### config.mk
export PLATFORM = sky130hd
export DESIGN_NAME = johnson_slot_arbiter
export DESIGN_NICKNAME = d
export VERILOG_FILES = /design/src/rtl/johnson_slot_arbiter.sv
export SDC_FILE = /design/constraint.sdc
export NUM_CORES = 1
export LEC_CHECK = 0
export CAP_MARGIN = 30
export CORE_ASPECT_RATIO = 1.75
export CORE_MARGIN = 8
export CORE_UTILIZATION = 28
export DETAILED_ROUTE_END_ITERATION = 6
export SLEW_MARGIN = 10
export SYNTH_ARGS = -nofsm -noshare
export SYNTH_HDL_FRONTEND = slang
export SYNTH_SLANG_ARGS = --single-unit
### constraint.sdc
create_clock -name clk_i -period 4.05 [get_ports clk_i]
set_input_delay 0.6075 -clock clk_i [delete_from_list [all_inputs] [get_ports clk_i]]
set_output_delay 0.6075 -clock clk_i [all_outputs]
set_load 0.02 [all_outputs]
### src/rtl/johnson_slot_arbiter.sv
// Purpose : round-robin time-slot arbiter over 2*N requesters, slot pointer is an N-bit Johnson ring.
// Latency : request-to-grant 1 cycle when the ring points at the slot, else 1 + slot distance (max 2*N).
// Backpr. : a held grant blocks all others until done_i or the HOLD_MAX timeout releases it.
//
// Ports:
//   clk_i, reset_i      single clock, synchronous active-high reset
//   req_i[2N]           level-sensitive request per slot
//   done_i              grantee releases the resource (sampled while busy)
//   grant_o[2N]         registered one-hot grant; grant_idx_o is its index
//   busy_o              a grant is held
//   ring_q_o, ring_en_o Johnson ring state and per-bit toggle enables (clock-gating hooks)
//   timeout_o           one-cycle pulse when a grant is revoked by HOLD_MAX
//   illegal_o           one-cycle pulse when a non-Johnson ring code was flushed to 0
module johnson_slot_arbiter #(
    parameter int N        = 4,
    parameter int HOLD_MAX = 16
) (
    input  logic                   clk_i,
    input  logic                   reset_i,
    input  logic [2*N-1:0]         req_i,
    input  logic                   done_i,
    output logic [2*N-1:0]         grant_o,
    output logic [$clog2(2*N)-1:0] grant_idx_o,
    output logic                   busy_o,
    output logic [N-1:0]           ring_q_o,
    output logic [N-1:0]           ring_en_o,
    output logic                   timeout_o,
    output logic                   illegal_o
);
    localparam int S  = 2 * N;
    localparam int SW = $clog2(S);
    localparam int CW = $clog2(N + 1);
    localparam int HW = (HOLD_MAX > 1) ? $clog2(HOLD_MAX) : 1;
    localparam logic [HW-1:0] HOLD_LAST = HW'((HOLD_MAX > 0) ? HOLD_MAX - 1 : 0);
    localparam bit HOLD_EN = (HOLD_MAX != 0);

    typedef enum logic {SCAN, BUSY} state_t;

    state_t          state_q;
    logic [N-1:0]    ring_q;
    logic [N-1:0]    ring_d;
    logic [N-1:0]    ring_nxt;
    logic [N-1:0]    ring_inv;
    logic [S-1:0]    grant_q;
    logic [SW-1:0]   idx_q;
    logic [HW-1:0]   hold_q;
    logic            timeout_q;
    logic            illegal_q;

    logic [CW-1:0]   ones;
    logic [SW-1:0]   slot;
    logic            legal;
    logic            req_hit;
    logic            any_req;
    logic            rel_done;
    logic            rel_to;
    logic            advance;

    assign ring_nxt = {ring_q[N-2:0], ~ring_q[N-1]};
    assign ring_inv = ~ring_q;

    // A run of 1s anchored at bit 0 has the form 2^k-1, so x & (x+1) == 0.
    // A run anchored at bit N-1 is the complement of such a value.
    assign legal = ((ring_q & (ring_q + N'(1))) == '0) ||
                   ((ring_inv & (ring_inv + N'(1))) == '0);

    always_comb begin
        ones = '0;
        for (int i = 0; i < N; i++) begin
            ones = ones + CW'(ring_q[i]);
        end
    end

    // Rising half of the lap counts 1s up from slot 0; falling half counts down from slot 2N.
    assign slot    = ring_q[N-1] ? SW'(S - int'(ones)) : SW'(ones);
    assign req_hit = req_i[slot];
    assign any_req = |req_i;

    // done has priority over the timeout in the same cycle.
    assign rel_done = (state_q == BUSY) && done_i;
    assign rel_to   = (state_q == BUSY) && !done_i && HOLD_EN && (hold_q == HOLD_LAST);

    // Step on release (round-robin: next scan starts past the old grantee) or while
    // scanning past an idle slot with some request pending. Never from an illegal code.
    assign advance = !reset_i && legal &&
                     ((state_q == BUSY) ? (rel_done || rel_to) : (any_req && !req_hit));

    assign ring_d    = !legal ? '0 : (advance ? ring_nxt : ring_q);
    assign ring_en_o = advance ? (ring_nxt ^ ring_q) : '0;

    always_ff @(posedge clk_i) begin
        if (reset_i) begin
            state_q   <= SCAN;
            ring_q    <= '0;
            grant_q   <= '0;
            idx_q     <= '0;
            hold_q    <= '0;
            timeout_q <= 1'b0;
            illegal_q <= 1'b0;
        end else begin
            ring_q    <= ring_d;
            timeout_q <= 1'b0;
            illegal_q <= !legal;
            case (state_q)
                SCAN: begin
                    if (legal && req_hit) begin
                        grant_q <= S'(1) << slot;
                        idx_q   <= slot;
                        hold_q  <= '0;
                        state_q <= BUSY;
                    end
                end
                BUSY: begin
                    if (rel_done || rel_to) begin
                        grant_q   <= '0;
                        timeout_q <= rel_to;
                        state_q   <= SCAN;
                    end else begin
                        hold_q <= hold_q + HW'(1);
                    end
                end
                default: state_q <= SCAN;
            endcase
        end
    end

    assign grant_o     = grant_q;
    assign grant_idx_o = idx_q;
    assign busy_o      = (state_q == BUSY);
    assign ring_q_o    = ring_q;
    assign timeout_o   = timeout_q;
    assign illegal_o   = illegal_q;

endmodule

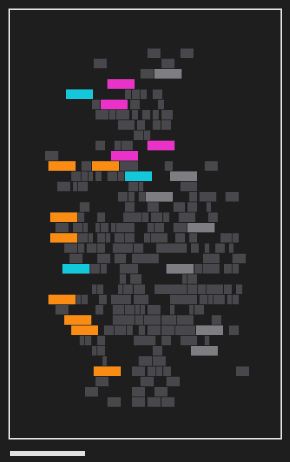
*Where the registers sit, run 1*
Scale bar: 20 um.
Key: magenta = `hold_q` [sequential cells 4, where top middle]; cyan = `grant_idx_o` [sequential cells 3]; orange = `grant_o` [sequential cells 8]

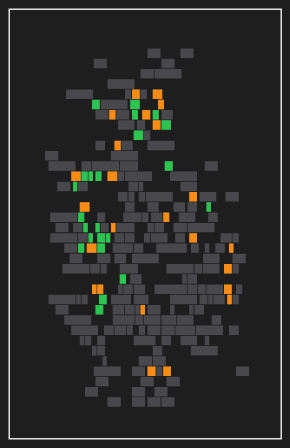
*Gate families picked out, run 1*
Key: orange = nor cells [cells 24, most used nor2b_1]; green = nand cells [cells 23]
Non-Filler Instances: 266
Comb area share: 49.8%
Commonest Layout Cell: clkdlybuf4s50_1

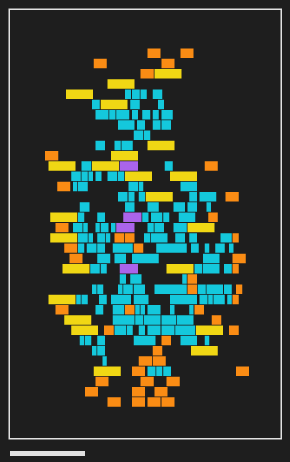
*Placement by cell class, run 1*
Scale bar: 20 um.
Key: orange = remaining buffers and delay cells [cells 45, share of their area 20%]; cyan = remaining logic cells [cells 140, share of their area 54%]; purple = clock drivers and dummy loads [cells 4, share of their area 2.8%]; yellow = sequential cells [cells 22, share of their area 23%]

## run 1: per-layer routing
metal,routed length (um),vias up,global-route usage [%]
met1,1700,645,10.6
met4,119,0,5.62
li1,-,711,-
met2,2150,30,18.7
met5,0,-,0
met3,161,9,2.37
## run 1: kinds of logic (layout without fill, tap and decap cells)
group,Yosys count,after routing
adder cells (fa/ha/maj),12,12
buffers and inverters,19,62
flip-flops,22,22
AND-OR/OR-AND,51,51
multiplexers,6,6
XOR/XNOR,6,6
AND/OR/NAND/NOR,52,52
## run 1: power by group through the flow
stage	clock, mW	sequential (mW)	combinational (mW)
after detailed placement	0	0.293	1.02
after CTS	0.170	0.288	1.03
after floorplan	0	0.334	0.661
after global routing	0.176	0.294	1.12
after global placement	0	0.293	1.03
final	0.165	0.288	1.03
## run 1: Yosys cell counts (all sizes together), types with 2 or more instances
| master | instances |
|---|---|
| a211oi | 4 |
| a21o | 2 |
| a21oi | 7 |
| a31oi | 2 |
| buf | 3 |
| clkbuf | 3 |
| dfxtp | 22 |
| ha | 11 |
| inv | 13 |
| mux2i | 5 |
| nand2 | 7 |
| nand2b | 2 |
| nand3 | 7 |
| nand3b | 3 |
| nand4 | 4 |
| nor2 | 5 |
| nor2b | 6 |
| nor3 | 5 |
| nor3b | 5 |
| nor4 | 3 |
| o211ai | 5 |
| o21ai | 10 |
| o21bai | 2 |
| o221a | 2 |
| o221ai | 2 |
| o22ai | 6 |
| xnor2 | 3 |
| xor2 | 2 |
## run 1: timing repair
item                                   4_1_cts  5_1_grt
endpoints found under the hold margin        0        0
gates resized                                6        9
setup endpoints to repair                    4        4
cloned                                       0        0
pin swaps                                    0        0
setup buffers                                0        0
==> metrics.log, run 1 <==
[metrics] run summary
[metrics] final weighted congestion in routability-driven placement: 0.814
[metrics] adder-cell area share of the yosys netlist: 10.4%
[metrics] non-clock inverter total of the final layout: 13
[metrics] first-pass detailed-route iteration total: 4
[metrics] library cell contributing the largest single delay on the critical path: fa_1
[metrics] number of signal-net buffers in the layout: 45
[metrics] Flop pwr share: 19.5%
[metrics] Final Instance Area: 0.00201 mm^2
[metrics] floorplan net count: 191
[metrics] maximum clock rate: 0.265 GHz
[metrics] # clock sinks: 22
[metrics] worst-case setup margin in the final layout: 0.277 ns
[metrics] crit path DAT: 3.17 ns
[metrics] most used flip-flop cell after synthesis: dfxtp_1
[metrics] TritonCTS clock tree: yes
[metrics] routed len/inst: 15.5 um
[metrics] post-place setup slack: 0.105 ns
[metrics] post-synthesis chip area from yosys: 0.00152 mm^2
[metrics] count of clock buffers in the final design: 4
[metrics] top area contributor share: between 20 and 30%
[metrics] placement-stage cell area: 0.00197 mm^2
[metrics] root buffer cell: clkbuf_8
[metrics] pin count of the biggest net entering global routing: 21
[metrics] sequential element share of the synthesized area: 29.0%
[metrics] count of H-tree levels built during CTS: 1
[metrics] outcome: completed
[metrics] number of inserted filler cells in the final layout: about 540
[metrics] DR iter-0 viols: 40
[metrics] cell count after synthesis: ~170
[metrics] CP Capture Type: output port
[metrics] clock transition time at the flip-flop clock pins of the worst setup and hold paths: ~0.09 ns
[metrics] floorplan die width: between 70 and 80 um
[metrics] Critical Path End: ring_en_o[2]
[metrics] FFs w/ async S/R, synth: 0%
[metrics] core utilization of the finished layout: a little under two fifths
[metrics] Crit Path Max Fanout: 8
[metrics] CP required: 3.44 ns
[metrics] number of maximum-capacitance constraint violations: 0
[metrics] R2R depth: 11
[metrics] PortBufs: 32
[metrics] Placed Cells: roughly 260
[metrics] Largest register FFs: 8
[metrics] hold bufs inserted after CTS: 0
[metrics] area occupied by multi-input gates: ~0.0010 mm^2
==> run 2: changes to the inputs <==
Settings changed: SKIP_LAST_GASP from default to 1.
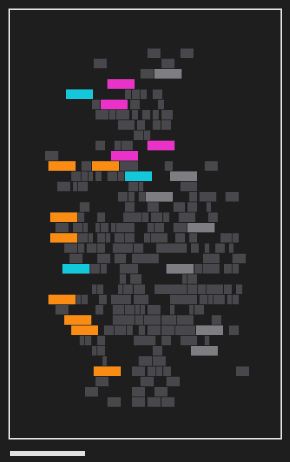
*Where the registers sit, run 2*
Scale bar: 20 um.
Key: orange = `grant_o` [sequential cells 8]; magenta = `hold_q` [sequential cells 4, where top middle]; cyan = `grant_idx_o` [sequential cells 3]
Another 7 sequential cells are not coloured.

==> run 2 against run 1 <==
Critical path depth stayed put. Non-clock buffer count stayed put. Sequential cell count unchanged. Setup slack unchanged. Global-route usage is the same. Die size did not move. Final cell count stayed put. Wire length stayed put. Clock power is essentially flat. Clock skew did not move. Synthesized cell count stayed put. Sequential share of layout area unchanged. Critical endpoint unchanged.
==> metrics.log, run 2 <==
[metrics] run summary
[metrics] most used flip-flop cell after synthesis: dfxtp_1
[metrics] floorplan net count: approximately 190
[metrics] half-perimeter wire length of the detailed placement result: approximately 3200 um
[metrics] largest area contributor in the netlist: dfxtp_1
[metrics] postcts setup bufs: 0
[metrics] TritonCTS clock tree: yes
[metrics] maximum clock rate: about 0.27 GHz
[metrics] number of inserted filler cells in the final layout: 541
[metrics] Final Net Count: 235
[metrics] Commonest Layout Cell: clkdlybuf4s50_1
[metrics] global routing usage summed across all routing layers: 10.4%
[metrics] first-pass GRT wire length: 6840 um
[metrics] Top Consumer: combinational cells
[metrics] first-pass detailed-route iteration total: 4
[metrics] clock transition time at the flip-flop clock pins of the worst setup and hold paths: about 0.09 ns
[metrics] clock latency on the worst-skew pair: 0.27 ns
[metrics] total number of vias: 1,395
[metrics] Worst Hold Path Cells: 2
[metrics] ys cells: 168
[metrics] power dissipated in the clock network: 0.165 mW
[metrics] number of maximum-capacitance constraint violations: 0
[metrics] hold bufs inserted after CTS: 0
[metrics] switch share: 45.5%
[metrics] Largest register FFs: 8
[metrics] top area contributor share: slightly below 30%
[metrics] RSZ-0062 raised after global routing: false
[metrics] post-route clock period utilization: 93.2%
[metrics] core outline area: 0.00526 mm^2
[metrics] routed len/inst: between 15 and 20 um
[metrics] crit path DAT: 3.17 ns
[metrics] maximum single-stage delay on the critical path: between 0.5 and 0.6 ns
[metrics] area occupied by multi-input gates: 0.00100 mm^2
[metrics] switching component of the power: around 0.67 mW
[metrics] Pwr Density: 736 mW/mm^2
[metrics] fin crit period: 3.77 ns
[metrics] Synth flops: 22
[metrics] Slew @ Worst Pin: 0.720 ns
[metrics] sequential element share of the synthesized area: between 20% and 30%
[metrics] internal power component: 0.807 mW
[metrics] most frequent cells in the layout: 28 x clkdlybuf4s50_1, 22 x dfxtp_1, 13 x inv_1, 13 x buf_4, 10 x ha_1
[metrics] residual DRC count: 0
[metrics] PortBufs: 32
[metrics] commonest cells in the netlist: 22 x dfxtp_1, 13 x inv_1, 11 x ha_1
[metrics] layout overhead on the synthesized area: 32.5%
[metrics] root buffer cell: clkbuf_8
[metrics] endpoints failing hold: 0
[metrics] leakage power: ~0.77 nW
[metrics] die height: 113 um
[metrics] I/O pin total: 33
[metrics] post-place setup slack: 0.105 ns
[metrics] library cell contributing the largest single delay on the critical path: fa_1
[metrics] final weighted congestion in routability-driven placement: 0.814
[metrics] Sequential Power: 0.288 mW
[metrics] Placed Cells: approximately 260
[metrics] CP required: 3.44 ns
[metrics] R2R depth: 11
[metrics] Cell Type Count: around 52
[metrics] Combinational Power: 1.03 mW
[metrics] DR iter-0 viols: 40
[metrics] clock skew after layout: 0.00608 ns
[metrics] post-synthesis chip area from yosys: 0.00152 mm^2
[metrics] Power Total: 1.48 mW
[metrics] Mapped Avg Cell Area: 9.04 um^2
[metrics] Flop pwr share: 19.5%
[metrics] number of buffers on the longest clock path: 2
[metrics] pin count of the biggest net entering global routing: 21
[metrics] # clock sinks: 22
[metrics] Non-Filler Instances: about 270
[metrics] outcome: completed
[metrics] total congestion overflow after global routing: 0
[metrics] cell count after synthesis: 168
[metrics] # resized after CTS: 6
[metrics] Crit Path Max Fanout: 8
[metrics] count of H-tree levels built during CTS: 1
[metrics] FFs w/ async S/R, synth: 0%
[metrics] fp util: between 20 and 30%
[metrics] floorplan die width: a little over 70 um
[metrics] post-detailed-route count of antenna-violating nets: 0
[metrics] critical path class: flop to output port
[metrics] library cell with the highest instance count after synthesis: dfxtp_1
[metrics] worst-case setup margin in the final layout: 0.277 ns
[metrics] CP Capture Type: output port
[metrics] via count of the first global-routing pass: 1,442
[metrics] OpenROAD warning count: 32
[metrics] number of clock buffers inserted by TritonCTS: 3
[run 2: cell counts after synthesis]
Identical to the previous run, type by type.
[run 2: logic make-up (layout without fill, tap and decap cells)]
group	count (synthesis)	after routing	share of synthesized area (%)
fa+ha+maj	12	12	10.4
flops	22	22	29.0
compound gates	51	51	26.4
buf+inv	19	62	5.77
mux	6	6	4.04
simple gates	52	52	19.4
xor+xnor	6	6	4.94
[run 2: critical path: cells and delay by family, from the launching register on]
kind                     cells  cell delay [ns]
AND-OR/OR-AND                4             1.10
adder cells (fa/ha/maj)      3             1.04
buffers and inverters        3             0.31
flip-flops                   1             0.33
AND/OR/NAND/NOR              1             0.11
[run 2: final timing paths]
check | endpoint | slack (ns)
min reg2reg | grant_o[7]$_SDFFE_PP0P_ | 0.47
min | grant_o[7]$_SDFFE_PP0P_ | 0.47
max reg2reg | grant_o[7]$_SDFFE_PP0P_ | 0.96
max | ring_en_o[2] | 0.28
[run 2: routing by layer]
metal | track usage [%] | vias up | wire length, um
li1 | - | 711 | -
met1 | 10.6 | 645 | 1700
met2 | 18.7 | 30 | 2150
met3 | 2.37 | 9 | 161
met4 | 5.62 | 0 | 119
met5 | 0 | - | 0
[run 2: per-stage QoR]
| step | instance area, um^2 | util (%) | hold slack (ns) |
|---|---|---|---|
| detailed placement | 1970 | 37.4 | 0.452 |
| floorplan | 1520 | - | 0.490 |
| CTS | 2020 | 38.5 | 0.468 |
| global route | 2010 | 38.3 | 0.499 |
| global placement | 1970 | 37.4 | 0.448 |
| finish | 2010 | 38.3 | 0.467 |
[run 2: final cells by class]
cell class	count	share of cell area, %
Tap cell	55	3.42
Clock buffer	4	2.74
Multi-Input combinational cell	127	49.8
Timing Repair Buffer	45	19.8
Sequential cell	22	21.9
Inverter	13	2.43
Power and IR drop assume default switching activity.
